### config.mk
export PLATFORM = sky130hd
export DESIGN_NAME = regfile_wb_scheduler
export DESIGN_NICKNAME = d
export VERILOG_FILES = /design/src/rtl/rv_core_pkg.sv /design/src/rtl/wb_rr_arbiter.sv /design/src/rtl/regfile_wb_scheduler.sv
export SDC_FILE = /design/constraint.sdc
export NUM_CORES = 1
export LEC_CHECK = 0
export ABC_AREA = 1
export CAP_MARGIN = 20
export CORE_MARGIN = 2
export CORE_UTILIZATION = 52
export DETAILED_ROUTE_END_ITERATION = 7
export PLACE_DENSITY = 0.85
export SETUP_SLACK_MARGIN = 0.15
export SYNTH_ARGS = -nofsm -noshare
export SYNTH_HDL_FRONTEND = slang
export SYNTH_SLANG_ARGS = --single-unit
### constraint.sdc
create_clock -name clk -period 2.6 [get_ports clk]
set_input_delay 0.52 -clock clk [delete_from_list [all_inputs] [get_ports clk]]
set_output_delay 0.52 -clock clk [all_outputs]
set_load 0.05 [all_outputs]
### src/rtl/rv_core_pkg.sv
// Shared core types for the writeback scheduler: widths, source ids and
// the writeback request bundle presented by each source.
package rv_core_pkg;

  localparam int XLEN = 32;
  localparam int NREG = 32;
  localparam int REGW = $clog2(NREG);

  typedef enum logic {
    SRC_ALU = 1'b0,
    SRC_MEM = 1'b1
  } src_e;

  typedef struct packed {
    logic            valid;
    logic [REGW-1:0] rd;
    logic [XLEN-1:0] data;
  } wb_req_t;

  // The source that is not s; used to advance the round-robin pointer.
  function automatic src_e other_src(input src_e s);
    return (s == SRC_ALU) ? SRC_MEM : SRC_ALU;
  endfunction

endpackage

### src/rtl/wb_rr_arbiter.sv
// Two-way writeback arbiter. One grant per cycle; when both sources are
// valid, RR_ARB=1 honours the round-robin pointer and RR_ARB=0 favours ALU.
module wb_rr_arbiter
  import rv_core_pkg::*;
#(
  parameter bit RR_ARB = 1'b1
) (
  input  logic clk,
  input  logic reset_n,
  input  logic alu_valid,
  input  logic mem_valid,
  output logic grant_valid,
  output src_e grant_src
);

  src_e rr_ptr;

  // Grant selection; nothing is granted while reset is asserted.
  always_comb begin
    // NOTE: every output gets a default first so no path leaves it unassigned
    // and no latch is inferred.
    grant_valid = reset_n && (alu_valid || mem_valid);
    grant_src   = SRC_ALU;
    if (alu_valid && mem_valid) begin
      grant_src = RR_ARB ? rr_ptr : SRC_ALU;
    end else if (mem_valid) begin
      grant_src = SRC_MEM;
    end
  end

  // Pointer moves to the other source after any grant, holds otherwise.
  always_ff @(posedge clk or negedge reset_n) begin
    if (!reset_n) begin
      // NOTE: sequential state uses non-blocking assignments so every flop
      // samples pre-edge values regardless of block ordering.
      rr_ptr <= SRC_ALU;
    end else if (grant_valid) begin
      rr_ptr <= other_src(grant_src);
    end
  end

endmodule

### src/rtl/regfile_wb_scheduler.sv
// Schedules the single register-file write port between ALU and load
// writeback, keeps a per-register busy scoreboard and stalls decode on
// RAW/WAW hazards against in-flight destinations.
module regfile_wb_scheduler
  import rv_core_pkg::*;
#(
  parameter bit RR_ARB = 1'b1
) (
  input  logic            clk,
  input  logic            reset_n,
  input  logic            issue_valid,
  input  logic [REGW-1:0] issue_rs1,
  input  logic [REGW-1:0] issue_rs2,
  input  logic [REGW-1:0] issue_rd,
  input  logic            issue_wr,
  output logic            issue_stall,
  input  logic            alu_valid,
  input  logic [REGW-1:0] alu_rd,
  input  logic [XLEN-1:0] alu_data,
  output logic            alu_ready,
  input  logic            mem_valid,
  input  logic [REGW-1:0] mem_rd,
  input  logic [XLEN-1:0] mem_data,
  output logic            mem_ready,
  output logic            wb_regwrite,
  output logic [REGW-1:0] wb_rd,
  output logic [XLEN-1:0] wb_data
);

  wb_req_t         alu_req;
  wb_req_t         mem_req;
  wb_req_t         sel_req;
  logic            grant_valid;
  src_e            grant_src;
  logic            wb_write_next;
  logic            issue_accept;
  logic [NREG-1:0] busy;
  logic [NREG-1:0] busy_next;

  wb_rr_arbiter #(
    .RR_ARB(RR_ARB)
  ) u_arb (
    .clk        (clk),
    .reset_n    (reset_n),
    .alu_valid  (alu_valid),
    .mem_valid  (mem_valid),
    .grant_valid(grant_valid),
    .grant_src  (grant_src)
  );

  // Bundle source requests, pick the granted one and drive ready back.
  always_comb begin
    alu_req       = '{valid: alu_valid, rd: alu_rd, data: alu_data};
    mem_req       = '{valid: mem_valid, rd: mem_rd, data: mem_data};
    sel_req       = (grant_src == SRC_MEM) ? mem_req : alu_req;
    alu_ready     = grant_valid && (grant_src == SRC_ALU);
    mem_ready     = grant_valid && (grant_src == SRC_MEM);
    // A granted write to x0 completes the handshake but never reaches the file.
    wb_write_next = grant_valid && sel_req.valid && (sel_req.rd != '0);
  end

  // Hazard detection against current busy bits only; no same-cycle bypass.
  always_comb begin
    issue_stall  = issue_valid &&
                   (busy[issue_rs1] || busy[issue_rs2] || (issue_wr && busy[issue_rd]));
    issue_accept = issue_valid && !issue_stall && issue_wr && (issue_rd != '0);
  end

  // Scoreboard update: clear the retiring rd, then set the newly issued rd
  // so a same-index set wins over the clear.
  always_comb begin
    busy_next = busy;
    if (wb_regwrite) begin
      busy_next[wb_rd] = 1'b0;
    end
    if (issue_accept) begin
      busy_next[issue_rd] = 1'b1;
    end
    busy_next[0] = 1'b0;
  end

  // Scoreboard register; flushed on reset together with in-flight state.
  always_ff @(posedge clk or negedge reset_n) begin
    if (!reset_n) begin
      // NOTE: the busy array is reset because a stale bit after reset would
      // stall decode forever; plain data storage would not need this.
      busy <= '0;
    end else begin
      busy <= busy_next;
    end
  end

  // Writeback output registers; rd/data hold their last value when idle.
  always_ff @(posedge clk or negedge reset_n) begin
    if (!reset_n) begin
      wb_regwrite <= 1'b0;
      wb_rd       <= '0;
      wb_data     <= '0;
    end else begin
      wb_regwrite <= wb_write_next;
      if (wb_write_next) begin
        wb_rd   <= sel_req.rd;
        wb_data <= sel_req.data;
      end
    end
  end

endmodule

Fig. 1: placement view
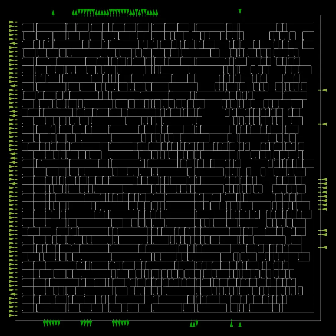
post-layout util: 76.2%
# rows: 34

Fig. 2: routed clock nets over the placement
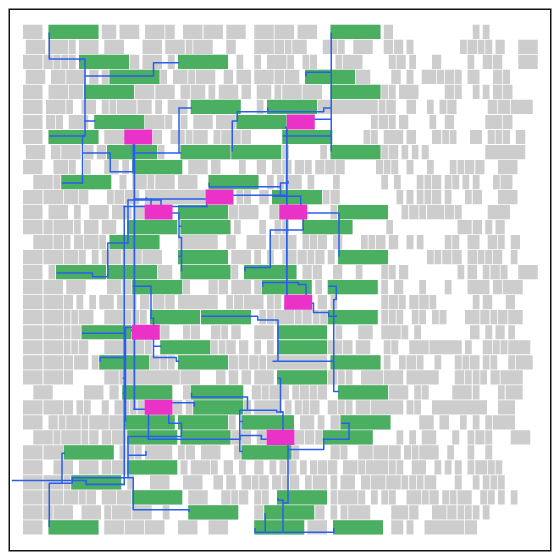
- magenta: clock drivers (count 9)
- blue: clock wires (length 844 um)
- green: flip-flops (count 70)
- routed clock nets: 10
source-to-sink clock delay at the later pin of the worst-skew pair: 350 ps
maximum clock skew at final layout: 13.6 ps
clock network power consumption: 1.20 mW

-- cells in the final DEF (no fill, tap or decap), drive strengths merged --
| master | n |
|---|---|
| dfrtp | 70 |
| clkdlybuf4s15 | 3 |
| o211ai | 1 |
| nand3 | 99 |
| o31ai | 32 |
| clkinv | 1 |
| inv | 62 |
| clkdlybuf4s50 | 120 |
| o21ai | 54 |
| a21oi | 32 |
| a21boi | 1 |
| clkbuf | 13 |
| nand2 | 205 |
| buf | 44 |
| nor2 | 73 |
| mux2i | 2 |
| dlygate4sd2 | 4 |
| nor3 | 8 |
| or2 | 1 |
| bufinv | 4 |
-- sequential cells by signal, indices dropped and copies added, names as in the netlist --
register	flops
wb_data	32
busy	31
wb_rd	5
u_arb.rr_ptr	1
wb_regwrite	1
==> qor.log <==
qor: outcome.run_status completed
qor: power.share_seq_of_total_power 36.8%
qor: synthesis.top_comb_family_area simple AND/OR/NAND/NOR gates
qor: setup_path.cpMaxStageDelayCell sky130_fd_sc_hd__clkdlybuf4s15_1
qor: global_route.grt_remaining_overflow 0
qor: synthesis.compound_cell_area_share_of_the_yosys_netlist 15.1%
qor: power.total_combinational_power 1.95 mW
qor: synthesis.yosys.cell_count.top_type sky130_fd_sc_hd__nand2_1
qor: power.p_leak 3.05 nW
qor: clocking.cts.clk_slew.worst_paths 70 ps
qor: global_route.globalRouteTotalUtil 33.3%
qor: synthesis.asyncSetResetFlopFracSynth 100%
qor: synthesis.muxShareOfSynthArea 0.438%
qor: setup_path.worst_ep_arrival 1920 ps
qor: final_timing.highest_clock_rate 409 MHz
qor: layout.area.share.sequential 26.7%
qor: drt.detail_route.vias_per_cell 5.62
qor: layout.stdcell_count 937
qor: setup_path.crit_family buffers and inverters
qor: synthesis.synthesis.instances 676
qor: layout.layout.cells.largest_class multi-input combinational cells
qor: final_timing.final_period_minus_worst_setup_slack 2440 ps
qor: layout.num-multi-input-gates 508
qor: drt.met1_wire_length 6050 um
qor: synthesis.netlist-cell-type-count 24
qor: clocking.cts-buffers-inserted 9
qor: final_timing.hold_violations 0
qor: final_timing.max-slew-margin-rel 40.9%
qor: setup_path.delay_of_the_slowest_cell_on_the_worst_path 280 ps
qor: drt.topRoutingLayerUsed met4
qor: synthesis.synth-warning-count 0
qor: clocking.cts_max_level 3
qor: power.vdd_ir_drop_max 0.431 mV
qor: setup_path.rr_endpoint busy[23]$_DFF_PN0_
qor: clocking.num_clock_sinks 70
qor: global_route.busiest_layer met2
qor: layout.fin_area 6580 um^2
qor: setup_path.rr_startpoint busy[15]$_DFF_PN0_
qor: clocking.cts_hold_repair.buffers 0
qor: final_timing.timing_max_transition_violations_final 0
qor: die.die_area 9570 um^2
qor: layout.diodes 0
qor: global_route.grt_first_pass_wirelength 25500 um
qor: drt.num_vias 5265
qor: setup_path.cp-end-kind primary output
qor: synthesis.ys_chip_area 4580 um^2
Power figures rest on the tool's default switching activity, not on a simulated workload.
